[src/rtl/iterative_shift_unit_if.sv]
// Request/response bundle for iterative_shift_unit: the start/op/operand/amount request
// and the busy/done/result/carry/err response.
interface iterative_shift_unit_if #(
  parameter int WIDTH = 32
);
  logic             start;
  logic [2:0]       op;
  logic [WIDTH-1:0] data_in;
  logic [31:0]      amount;
  logic             busy;
  logic             done;
  logic [WIDTH-1:0] result;
  logic             carry;
  logic             err;

  modport master (
    output start, op, data_in, amount,
    input  busy, done, result, carry, err
  );

  modport slave (
    input  start, op, data_in, amount,
    output busy, done, result, carry, err
  );
endinterface

[src/rtl/iterative_shift_unit.sv]
// Multi-cycle shift/rotate unit that moves up to STEP bits per clock behind a start/done handshake.
// Define SHIFT_ROTATE_EN to implement ROR/ROL; without it those opcodes report err.
module iterative_shift_unit #(
  parameter int WIDTH = 32,
  parameter int STEP  = 1
) (
  input  logic                 Clock,
  input  logic                 Clear,
  iterative_shift_unit_if.slave io_bus
);
  localparam int AMT_W = $clog2(WIDTH);
  localparam int K_W   = AMT_W + 1;

  localparam logic [1:0] S_IDLE = 2'd0;
  localparam logic [1:0] S_RUN  = 2'd1;
  localparam logic [1:0] S_DONE = 2'd2;

  localparam logic [2:0] OP_SHR  = 3'd0;
  localparam logic [2:0] OP_SHRA = 3'd1;
  localparam logic [2:0] OP_SHL  = 3'd2;
  localparam logic [2:0] OP_ROR  = 3'd3;
  localparam logic [2:0] OP_ROL  = 3'd4;

  localparam logic [K_W-1:0] STEP_K  = K_W'(STEP);
  localparam logic [K_W-1:0] WIDTH_K = K_W'(WIDTH);

  logic [1:0]       r_state;
  logic [WIDTH-1:0] r_work;
  logic [WIDTH-1:0] r_result;
  logic [AMT_W-1:0] r_rem;
  logic [2:0]       r_op;
  logic             r_sign;
  logic             r_cwork;
  logic             r_carry;
  logic             r_err;

  logic [K_W-1:0]   w_k;
  logic [AMT_W-1:0] w_ridx;
  logic [AMT_W-1:0] w_lidx;
  logic [WIDTH-1:0] w_shr;
  logic [WIDTH-1:0] w_shl;
  logic [WIDTH-1:0] w_fill;
  logic [WIDTH-1:0] w_next;
  logic             w_cout;
  logic             w_accept;

  function automatic logic op_legal(input logic [2:0] op);
`ifdef SHIFT_ROTATE_EN
    return (op <= OP_ROL);
`else
    return (op <= OP_SHL);
`endif
  endfunction

  assign w_accept = (r_state != S_RUN) && io_bus.start;

  // One step: shift by k = min(STEP, rem); carry is the last bit to leave the word
  always_comb begin
    w_k    = ({1'b0, r_rem} > STEP_K) ? STEP_K : {1'b0, r_rem};
    w_ridx = AMT_W'(w_k - K_W'(1));
    w_lidx = AMT_W'(WIDTH_K - w_k);
    w_shr  = r_work >> w_k;
    w_shl  = r_work << w_k;
    w_fill = ~({WIDTH{1'b1}} >> w_k);
    w_next = r_work;
    w_cout = r_cwork;
    case (r_op)
      OP_SHR: begin
        w_next = w_shr;
        w_cout = r_work[w_ridx];
      end
      OP_SHRA: begin
        w_next = w_shr | (r_sign ? w_fill : '0);
        w_cout = r_work[w_ridx];
      end
      OP_SHL: begin
        w_next = w_shl;
        w_cout = r_work[w_lidx];
      end
`ifdef SHIFT_ROTATE_EN
      OP_ROR: begin
        w_next = w_shr | (r_work << (WIDTH_K - w_k));
        w_cout = r_work[w_ridx];
      end
      OP_ROL: begin
        w_next = w_shl | (r_work >> (WIDTH_K - w_k));
        w_cout = r_work[w_lidx];
      end
`endif
      default: ;
    endcase
  end

  // Control and visible outputs
  always_ff @(posedge Clock) begin
    if (!Clear) begin
      r_state  <= S_IDLE;
      r_rem    <= '0;
      r_result <= '0;
      r_carry  <= 1'b0;
      r_err    <= 1'b0;
    end else begin
      case (r_state)
        S_IDLE, S_DONE: begin
          if (w_accept) begin
            r_rem   <= io_bus.amount[AMT_W-1:0];
            r_carry <= 1'b0;
            if (op_legal(io_bus.op)) begin
              r_err   <= 1'b0;
              r_state <= S_RUN;
            end else begin
              r_err    <= 1'b1;
              r_result <= io_bus.data_in;
              r_state  <= S_DONE;
            end
          end else begin
            r_state <= S_IDLE;
          end
        end
        S_RUN: begin
          if (r_rem == '0) begin
            r_state  <= S_DONE;
            r_result <= r_work;
            r_carry  <= r_cwork;
          end else begin
            r_rem <= r_rem - AMT_W'(w_k);
          end
        end
        default: r_state <= S_IDLE;
      endcase
    end
  end

  // Working datapath; only meaningful between acceptance and completion
  always_ff @(posedge Clock) begin
    if (w_accept) begin
      r_work  <= io_bus.data_in;
      r_op    <= io_bus.op;
      r_sign  <= io_bus.data_in[WIDTH-1];
      r_cwork <= 1'b0;
    end else if (r_state == S_RUN && r_rem != '0) begin
      r_work  <= w_next;
      r_cwork <= w_cout;
    end
  end

  assign io_bus.busy   = (r_state == S_RUN);
  assign io_bus.done   = (r_state == S_DONE);
  assign io_bus.result = r_result;
  assign io_bus.carry  = r_carry;
  assign io_bus.err    = r_err;

endmodule

[src/flat_wrapper.sv]
// flat-port wrapper written by rule: the top's interface ports become plain ports
module iterative_shift_unit_flat 
#(
  parameter int WIDTH = 32,
  parameter int STEP  = 1
)
  (Clock, Clear, io_bus_start, io_bus_op, io_bus_data_in, io_bus_amount, io_bus_busy, io_bus_done, io_bus_result, io_bus_carry, io_bus_err);
  iterative_shift_unit_if #(.WIDTH(WIDTH)) io_bus_i ();
  input  logic Clock;
  input  logic Clear;
  input wire logic [$bits(io_bus_i.start)-1:0] io_bus_start;
  input wire logic [$bits(io_bus_i.op)-1:0] io_bus_op;
  input wire logic [$bits(io_bus_i.data_in)-1:0] io_bus_data_in;
  input wire logic [$bits(io_bus_i.amount)-1:0] io_bus_amount;
  output wire logic [$bits(io_bus_i.busy)-1:0] io_bus_busy;
  output wire logic [$bits(io_bus_i.done)-1:0] io_bus_done;
  output wire logic [$bits(io_bus_i.result)-1:0] io_bus_result;
  output wire logic [$bits(io_bus_i.carry)-1:0] io_bus_carry;
  output wire logic [$bits(io_bus_i.err)-1:0] io_bus_err;
  assign io_bus_i.start = io_bus_start;
  assign io_bus_i.op = io_bus_op;
  assign io_bus_i.data_in = io_bus_data_in;
  assign io_bus_i.amount = io_bus_amount;
  assign io_bus_busy = io_bus_i.busy;
  assign io_bus_done = io_bus_i.done;
  assign io_bus_result = io_bus_i.result;
  assign io_bus_carry = io_bus_i.carry;
  assign io_bus_err = io_bus_i.err;
  iterative_shift_unit #(.WIDTH(WIDTH), .STEP(STEP)) u_core (.Clock(Clock), .Clear(Clear), .io_bus(io_bus_i));
endmodule
[config.mk]
export PLATFORM = sky130hd
export DESIGN_NAME = iterative_shift_unit_flat
export DESIGN_NICKNAME = d
export VERILOG_FILES = /design/src/rtl/iterative_shift_unit_if.sv /design/src/rtl/iterative_shift_unit.sv /design/src/flat_wrapper.sv
export SDC_FILE = /design/constraint.sdc
export NUM_CORES = 1
export LEC_CHECK = 0
export ABC_AREA = 1
export CAP_MARGIN = 0
export CORE_MARGIN = 3
export CORE_UTILIZATION = 55
export CTS_CLUSTER_SIZE = 10
export DETAILED_ROUTE_END_ITERATION = 10
export GPL_TIMING_DRIVEN = 0
export PLACE_DENSITY_LB_ADDON = 0.2
export SYNTH_ARGS = -nofsm -noshare
export SYNTH_HDL_FRONTEND = slang
export SYNTH_SLANG_ARGS = --single-unit
export TNS_END_PERCENT = 100
[constraint.sdc]
create_clock -name Clock -period 4.2 [get_ports Clock]
set_input_delay 0.84 -clock Clock [delete_from_list [all_inputs] [get_ports Clock]]
set_output_delay 0.84 -clock Clock [all_outputs]
set_load 0.01 [all_outputs]
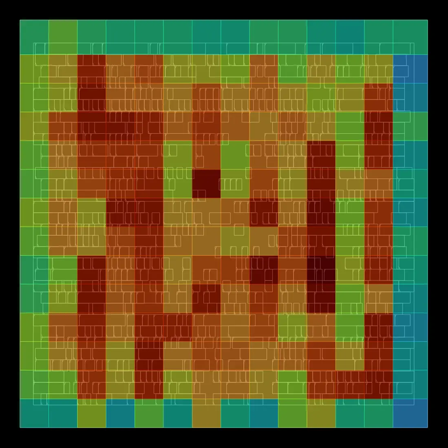
Run 1: routing congestion map
met1 usage: 0.469
met3 Usage GRT: 0.0843
All-Layer GR Usage: 0.355

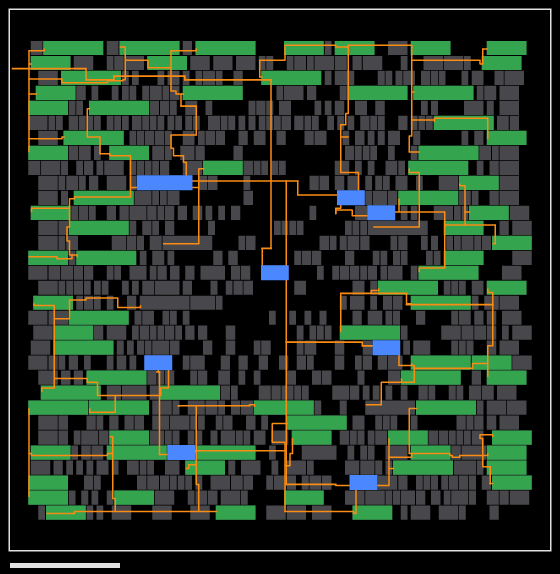
Run 1: routed clock nets over the placement
The bar under the picture is 20 um long.
[orange] clock wires | length: 1,070 um
[blue] clock-net drivers | count: 9
[green] flip-flops | count: 78
routed clock nets	10
flops lie	spread over the die

==> metrics.csv, run 1 <==
metric,value,unit
Tmin final,3610,ps
clock-pin slew on the worst setup and hold paths,80,ps
via count,5419,
Hold Crit Class,flop to flop,
CTS tree,built,
cell area after synthesis,4660,um^2
status,finished clean,
"count leader, synth",nand2_1,
Syn Area/Cell,7.10,um^2
number of antenna violations at the first check in global routing,0,
RePlAce Congestion,1.03,
total chip power,2590,uW
# hold bufs at CTS,0,
Core Box Area,7970,um^2
relative slew slack,0.430,
synth cell count leaders,"205 x nand2_1, 73 x nand3_1, 53 x o21ai_0",
Dominant flop cell,dfxtp_1,
"Slew Viols, Final",0,
most crowded layer after global routing,met2,
Clock Skew,11.9,ps
area delta synth->final,24.7,%
average via count per standard cell,6.35,
CTS Sinks,78,
fp_density,0.584,
crit-path max cell delay,510,ps
layout filler cell count,642,
RSZ-0062 raised after global routing,false,
Die Size,9610,um^2
final cycle utilization of the critical path,0.860,
Async SR Flop Fraction,0,
Area after DPL,5560,um^2
Skew-Pair Late Insertion Delay,360,ps
Setup WS pre-CTS,516,ps
first-pass GRT wire length,27.2,mm
Worst Setup End Kind,flop,
# diodes,0,
routing usage on met2,0.554,
share of layout cells above drive strength 1,0.0639,
final hold vios,0,
crit path max-delay cell type,clkbuf_1,
CP Max Fanout,11,
vias in the first global route,5403,
Cells after Synth,656,
Root Driver,clkbuf_8,
Post-DP HPWL,12.1,mm
warnings from Yosys,0,
hold_ws,496,ps
wire per inst,20.2,um
post-synth tally of flip-flops with integrated enable,36,
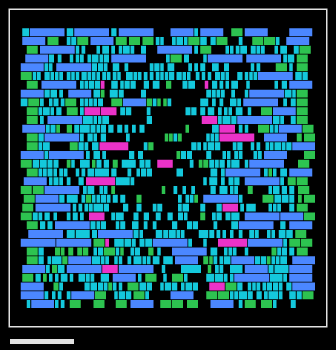
Run 1: cells colored by class
The bar under the picture is 20 um long.
color	class	cells	share of their area
green	remaining buffers and delay cells	124	17%
cyan	remaining logic cells	533	45%
blue	registers	78	34%
magenta	clock drivers and dummy loads	16	4.2%

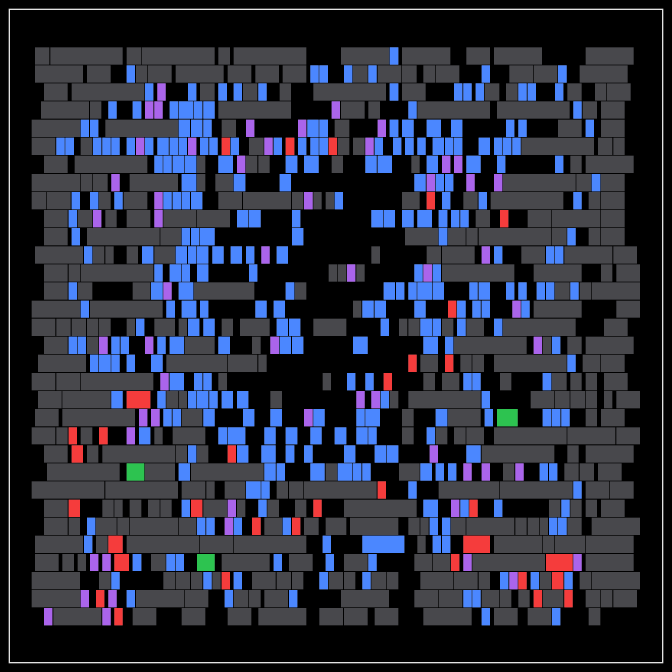
Run 1: selected gate families
color	family	cells
green	non-inverting ao/oa cells	3
red	nor cells	33
blue	nand cells	302
purple	inv cells	55

-- run 1: stage by stage --
step / std cells / util
3_3_place_gp: 837 / 0.698
4_1_cts: 853 / 0.728
3_5_place_dp: 837 / 0.698
5_1_grt: 853 / 0.729
6_report: 853 / 0.729
2_1_floorplan: 658 / -
-- run 1: state kept, by name, summed over array words and instances (netlist names) --
| signal | count |
|---|---|
| u_core.r_state | 2 |
| u_core.io_bus.result | 32 |
| u_core.r_sign | 1 |
| u_core.r_work | 32 |
| u_core.r_cwork | 1 |
| u_core.io_bus.err | 1 |
| u_core.r_op | 3 |
| u_core.r_rem | 5 |
| u_core.io_bus.carry | 1 |
-- run 1: placed cells by master, fill, tap and decap left out, types with 4 or more instances in the layout --
cell type and instances:
o22ai_1 5, nand3_1 73, a31oi_1 36, o31ai_1 7, nor2_1 24, nor3_1 4, o21ai_0 53, o2111ai_1 6
nand4_1 22, ha_1 5, a21oi_1 14, buf_2 21, inv_1 51, clkbuf_8 9, edfxtp_1 36, inv_2 4
dfxtp_1 42, clkbuf_1 24, nand2_1 204, clkdlybuf4s50_1 77, conb_1 4
-- run 1: where the power goes --
group	switching, uW	total (uW)	internal [uW]
registers	74.3	985	911
clock network	288	673	385
logic	606	936	331
total	968	2590	1630
-- run 1: metal layers --
layer,wire (um),share of wire
met5,0,0
met4,548,0.032
met3,2220,0.13
met2,7810,0.45
met1,6630,0.39
-- run 1: final cells by class --
cell class | count | area (um^2) | area share
clock buffers | 15 | 210 | 0.0362
clock inverters | 1 | 30.0 | 0.00517
inverters | 55 | 206 | 0.0356
multi-input cells | 478 | 2330 | 0.401
well taps | 102 | 128 | 0.0220
repair buffers | 77 | 771 | 0.133
plain buffers | 47 | 210 | 0.0362
flip-flops and latches | 78 | 1920 | 0.331
-- run 1: cells by family (layout without fill, tap and decap cells) --
| logic type | after synthesis | in the layout | share of synthesized area |
|---|---|---|---|
| adder cells (fa/ha/maj) | 5 | 5 | 0.0134 |
| buffers and inverters | 102 | 195 | 0.0895 |
| AND/OR/NAND/NOR | 336 | 336 | 0.313 |
| other | 2 | 4 | 0.00161 |
| AND-OR/OR-AND | 133 | 133 | 0.170 |
| flip-flops | 78 | 78 | 0.413 |
-- run 1: worst reg2reg max path: stages, from the launching register on --
cell,delay (ps)
dfxtp_1,380
nor2_4,310
nand3_4,190
inv_2,260
buf_2,350
ha_1,290
buf_2,190
inv_1,290
clkbuf_1,510
nand3_1,160
nand3_1,140
nand3_1,70
nand3_1,70
nand3_1,80
nand3_1,130
nand2_1,60
-- run 1: final timing paths --
check	startpoint	end	slack, ps	depth (start not counted)
setup / recovery	u_core.r_rem[1]$_SDFFE_PN0P_	u_core.r_cwork$_SDFFE_PP0P_	590	15
hold / removal	u_core.r_cwork$_SDFFE_PP0P_	u_core.r_cwork$_SDFFE_PP0P_	500	2
setup reg to reg	u_core.r_rem[1]$_SDFFE_PN0P_	u_core.r_cwork$_SDFFE_PP0P_	590	15
hold reg to reg	u_core.r_cwork$_SDFFE_PP0P_	u_core.r_cwork$_SDFFE_PP0P_	500	2
Run 1, sequential cells grouped by signal name:
The bar under the picture is 20 um long. Other sequential cells in the stronger gray, the rest of the logic in the fainter gray.
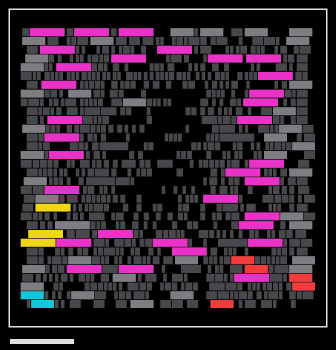

--- run 2 (diff from run 1) ---
--- a/config.mk
+++ b/config.mk
@@ -8,7 +8,7 @@
 export ABC_AREA = 1
 export CAP_MARGIN = 0
 export CORE_MARGIN = 3
-export CORE_UTILIZATION = 55
+export CORE_UTILIZATION = 52
 export CTS_CLUSTER_SIZE = 10
 export DETAILED_ROUTE_END_ITERATION = 10
 export GPL_TIMING_DRIVEN = 0
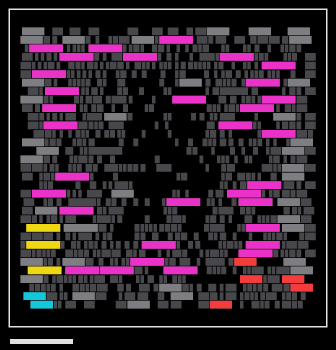
Run 2: sequential cells grouped by signal name
The bar under the picture is 20 um long. Other sequential cells in the stronger gray, the rest of the logic in the fainter gray.
color	name in the netlist	placed flops
cyan	u_core.r_state	2
red	u_core.r_rem	5
yellow	u_core.r_op	3
magenta	u_core.r_work	32

==> run 2 against run 1 <==
Final cell count rose by 0.35%. Die area rose by 5.4%. Setup slack worse by 37 ps. Global-route usage decreased by 1.3 points. Hold slack gained 1.6 ps. Clock power is 3.1% lower. Largest cell class unchanged.
==> metrics.csv, run 2 <==
metric,value,unit,change
met1 usage,0.466,,was 0.469
post-synth tally of flip-flops with integrated enable,36,,unchanged
vias in the first global route,4998,,"was 5,403"
Core Box Area,8460,um^2,was 7970 um^2
layout filler cell count,739,,was 642
Post-DP HPWL,12.2,mm,was 12.1 mm
RePlAce Congestion,1.01,,was 1.03
Skew-Pair Late Insertion Delay,360,ps,about the same
Async SR Flop Fraction,0,,unchanged
share of layout cells above drive strength 1,0.0652,,was 0.0639
"Slew Viols, Final",0,,unchanged
Worst Setup End Kind,flop,,unchanged
Dominant flop cell,dfxtp_1,,unchanged
Tmin final,3650,ps,was 3610 ps
power per cell area,444,nW/um^2,was 447 nW/um^2
Hold Crit Class,flop to flop,,unchanged
# diodes,0,,unchanged
synth cell count leaders,"205 x nand2_1, 73 x nand3_1, 53 x o21ai_0",,unchanged
clock-pin slew on the worst setup and hold paths,80,ps,about the same
Syn Area/Cell,7.10,um^2,unchanged
most frequent cells in the layout,"204 x nand2_1, 77 x clkdlybuf4s50_1, 73 x nand3_1",,unchanged
Die Size,10100,um^2,was 9610 um^2
hold_ws,497,ps,was 496 ps
status,finished clean,,unchanged
Die H,101,um,was 98.0 um
cts repair resizes,0,,unchanged
warnings from Yosys,0,,unchanged
fp_density,0.550,,was 0.584
area delta synth->final,24.5,%,was 24.7%
# hold bufs at CTS,0,,unchanged
Setup WS pre-CTS,679,ps,was 516 ps
relative slew slack,0.403,,was 0.430
via count,5297,,"was 5,419"
average via count per standard cell,6.19,,was 6.35
most frequently placed logic cell in the final layout,nand2_1,,unchanged
Slew @ Worst Pin,895,ps,was 853 ps
met3 Usage GRT,0.0519,,was 0.0843
Clock Skew,15.8,ps,was 11.9 ps
CP Max Fanout,11,,unchanged
CTS tree,built,,unchanged
Top area cell types,"edfxtp_1 23%, dfxtp_1 18%, nand2_1 17%",,unchanged
Root Driver,clkbuf_8,,unchanged
CTS Sinks,78,,unchanged
first-pass GRT wire length,26.6,mm,was 27.2 mm
RSZ-0062 raised after global routing,false,,unchanged
"count leader, synth",nand2_1,,unchanged
cell area after synthesis,4660,um^2,unchanged
final cycle utilization of the critical path,0.869,,was 0.860
final setup fails,0,,unchanged
Cells after Synth,656,,unchanged
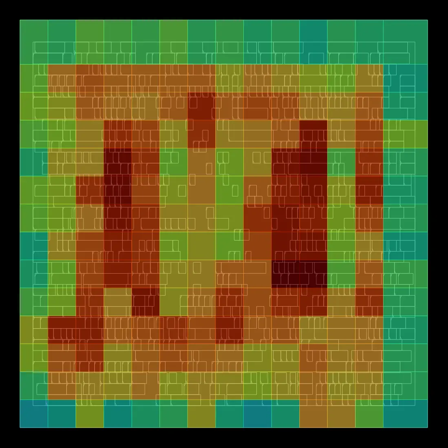
Run 2: routing congestion map
fin util: 0.685
routing usage on met2: 0.545
All-Layer GR Usage: 0.343
wire per inst: 20.0 um
most crowded layer after global routing: met2

[run 2: cell counts after synthesis]
Identical to the previous run, type by type.
[run 2: layout make-up]
| cell class | count | area [um^2] | share of cell area |
|---|---|---|---|
| tap | 105 | 131 | 0.0227 |
| clock inverter | 2 | 35.0 | 0.00604 |
| clock buffer | 14 | 195 | 0.0337 |
| inverter | 55 | 206 | 0.0356 |
| sequential | 78 | 1920 | 0.331 |
| timing repair buffer | 77 | 771 | 0.133 |
| buffer | 47 | 210 | 0.0362 |
| multi-input combinational | 478 | 2330 | 0.402 |
[run 2: logic make-up after synthesis]
kind of cell	count (synthesis)	share of synthesized area
other cells	2	0.00161
buf+inv	102	0.0895
flops	78	0.413
simple gates	336	0.313
fa+ha+maj	5	0.0134
compound gates	133	0.170
[run 2: per-layer routing]
layer  share of wire  wire length (um)
met1            0.40              6880
met2            0.46              7790
met3            0.11              1860
met4           0.034               578
met5               0                 0
[run 2: worst paths after layout]
check | start | to | slack, ps | depth (start not counted)
worst min-delay path | u_core.r_cwork$_SDFFE_PP0P_ | u_core.r_cwork$_SDFFE_PP0P_ | 500 | 2
worst max register to register | u_core.r_rem[1]$_SDFFE_PN0P_ | u_core.r_cwork$_SDFFE_PP0P_ | 550 | 15
worst max-delay path | u_core.r_rem[1]$_SDFFE_PN0P_ | u_core.r_cwork$_SDFFE_PP0P_ | 550 | 15
worst min register to register | u_core.r_cwork$_SDFFE_PP0P_ | u_core.r_cwork$_SDFFE_PP0P_ | 500 | 2
[run 2: critical path, stage by stage (launching register included)]
cell and delay [ps]:
dfxtp_1 390, nor2_4 310, nand3_4 200, inv_2 260, buf_2 330, ha_1 280
buf_2 200, inv_1 290, clkbuf_1 520, nand3_1 170, nand3_1 110, nand3_1 90
nand3_1 100, nand3_1 70, nand3_1 140, nand2_1 50
[run 2: metrics by stage]
step	instance area, um^2	total power (uW)	instances
2_1_floorplan	4660	1540	658
3_3_place_gp	5570	1880	840
3_5_place_dp	5570	1900	840
4_1_cts	5800	2540	856
5_1_grt	5800	2680	856
6_report	5800	2570	856
[run 2: power breakdown]
| group | total, uW | internal, uW | switching, uW | leakage, uW |
|---|---|---|---|---|
| sequential | 984 | 911 | 72.8 | 0.000698 |
| combinational | 936 | 330 | 606 | 0.00169 |
| clock | 652 | 363 | 289 | 0.000117 |
| total | 2570 | 1600 | 967 | 0.00251 |
Run 2, cells colored by class:
The bar under the picture is 20 um long.
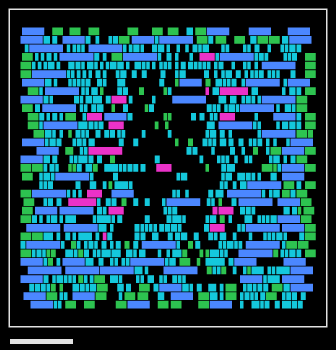

--- run 3 (diff from run 2) ---
--- a/config.mk
+++ b/config.mk
@@ -11,7 +11,6 @@
 export CORE_UTILIZATION = 52
 export CTS_CLUSTER_SIZE = 10
 export DETAILED_ROUTE_END_ITERATION = 10
-export GPL_TIMING_DRIVEN = 0
 export PLACE_DENSITY_LB_ADDON = 0.2
 export SYNTH_ARGS = -nofsm -noshare
 export SYNTH_HDL_FRONTEND = slang
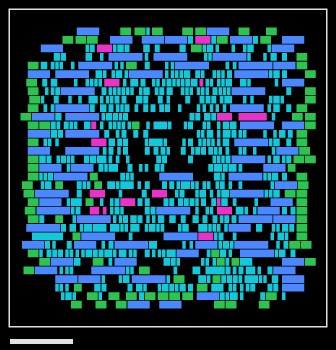
Run 3: cells colored by class
The bar under the picture is 20 um long.
color	class	cells	share of their area
blue	registers	78	35%
magenta	clock drivers and dummy loads	16	3.4%
green	remaining buffers and delay cells	91	16%
cyan	remaining logic cells	533	46%

==> run 3 against run 2 <==
Flip-flop count did not move. Largest cell class unchanged. Wire length fell by 26%. Combinational power fell by 11%. Hold slack improved by 2.5 ps. Synthesized area did not move. Critical endpoint unchanged.
==> metrics.csv, run 3 <==
metric,value,unit,change
wire per inst,15.4,um,was 20.0 um
Async SR Flop Fraction,0,,unchanged
via count,4804,,"was 5,297"
first-pass GRT wire length,21.4,mm,was 26.6 mm
# hold bufs at CTS,0,,unchanged
Clock Skew,13.6,ps,was 15.8 ps
Dominant flop cell,dfxtp_1,,unchanged
CP Max Fanout,20,,was 11
Die H,101,um,unchanged
Post-DP HPWL,8.40,mm,was 12.2 mm
CTS tree,built,,unchanged
crit-path max cell delay,750,ps,was 520 ps
fp_density,0.550,,unchanged
Root Driver,clkbuf_8,,unchanged
cell-internal power,1500,uW,was 1600 uW
CTS Sinks,78,,unchanged
synth cell count leaders,"205 x nand2_1, 73 x nand3_1, 53 x o21ai_0",,unchanged
status,finished clean,,unchanged
most frequently placed logic cell in the final layout,nand2_1,,unchanged
relative slew slack,0.371,,was 0.403
CP most frequent cell,nand3_1,,unchanged
Top delay family on crit path,simple AND/OR/NAND/NOR gates,,was buffers and inverters
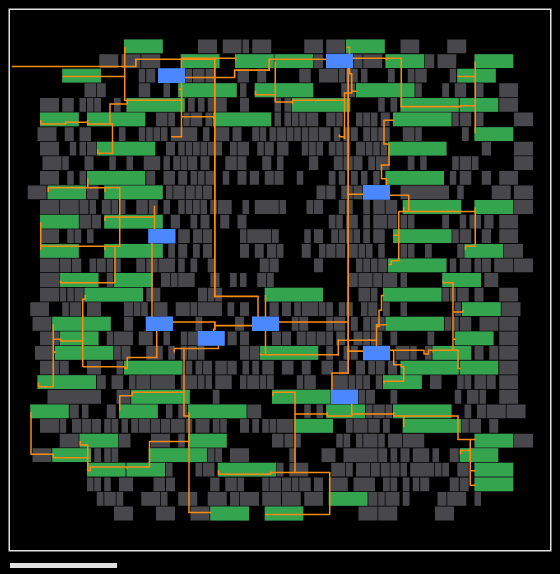
Run 3: routed clock nets over the placement
The bar under the picture is 20 um long.
[blue] clock-net drivers | count: 9
[green] flip-flops | count: 78
[orange] clock wires | length: 1,000 um
routed clock nets	10
flops lie	spread over the die

## run 3: cell counts after synthesis
No cell type changed its count.
## run 3: metrics by stage
step | cell area, um^2 | hold slack [ps] | utilization | power [uW] | instances
final | 5670 | 500 | 0.670 | 2360 | 823
after global placement | 5490 | 485 | 0.648 | 1790 | 807
after detailed placement | 5490 | 488 | 0.648 | 1810 | 807
after CTS | 5670 | 504 | 0.670 | 2360 | 823
after global routing | 5670 | 522 | 0.670 | 2510 | 823
after floorplan | 4660 | 449 | - | 1540 | 658
## run 3: path summary, 6_finish.rpt
path	slack, ps	from	end	cells past startpoint
max	1320	u_core.r_rem[3]$_SDFFE_PN0P_	u_core.r_cwork$_SDFFE_PP0P_	13
max reg2reg	1320	u_core.r_rem[3]$_SDFFE_PN0P_	u_core.r_cwork$_SDFFE_PP0P_	13
min reg2reg	500	u_core.r_cwork$_SDFFE_PP0P_	u_core.r_cwork$_SDFFE_PP0P_	2
min	500	u_core.r_cwork$_SDFFE_PP0P_	u_core.r_cwork$_SDFFE_PP0P_	2
## run 3: worst reg2reg max path: cells and delay by family (launching register included)
kind	cells	cell delay, ps
buffers and inverters	2	620
adders and majority gates	1	750
and+or+nand+nor	10	900
DFF	1	490
## run 3: area by class of cell
| type | instances | area, um^2 | area share |
|---|---|---|---|
| multi-input combinational | 478 | 2350 | 0.414 |
| sequential | 78 | 1920 | 0.339 |
| timing repair buffer | 91 | 878 | 0.155 |
| inverter | 55 | 206 | 0.0364 |
| clock buffer | 14 | 174 | 0.0307 |
| tap | 105 | 131 | 0.0232 |
| clock inverter | 2 | 13.8 | 0.00243 |
## run 3: layer usage
| metal | track usage | vias to the layer above | share of wire |
|---|---|---|---|
| li1 | - | 2368 | - |
| met1 | 0.362 | 2178 | 0.45 |
| met2 | 0.407 | 245 | 0.46 |
| met3 | 0.0450 | 13 | 0.088 |
| met4 | 0.0850 | 0 | 0.0099 |
| met5 | 0 | - | 0 |
## run 3: kinds of logic (layout without fill, tap and decap cells)
group | Yosys count | count (layout) | share of synthesized area
and+or+nand+nor | 336 | 336 | 0.313
AOI/OAI and AO/OA | 133 | 133 | 0.170
buffers and inverters | 102 | 162 | 0.0895
DFF | 78 | 78 | 0.413
adders and majority gates | 5 | 5 | 0.0134
other | 2 | 4 | 0.00161
## run 3: power by group through the flow
stage                     registers, uW  logic, uW  clock network (uW)
after global routing                994        931                 584
after floorplan                     997        544                   0
after CTS                           980        824                 552
final                               981        832                 546
after global placement              991        799                   0
after detailed placement            996        817                   0
No activity file was given, so power comes from the tool's default toggle rates.
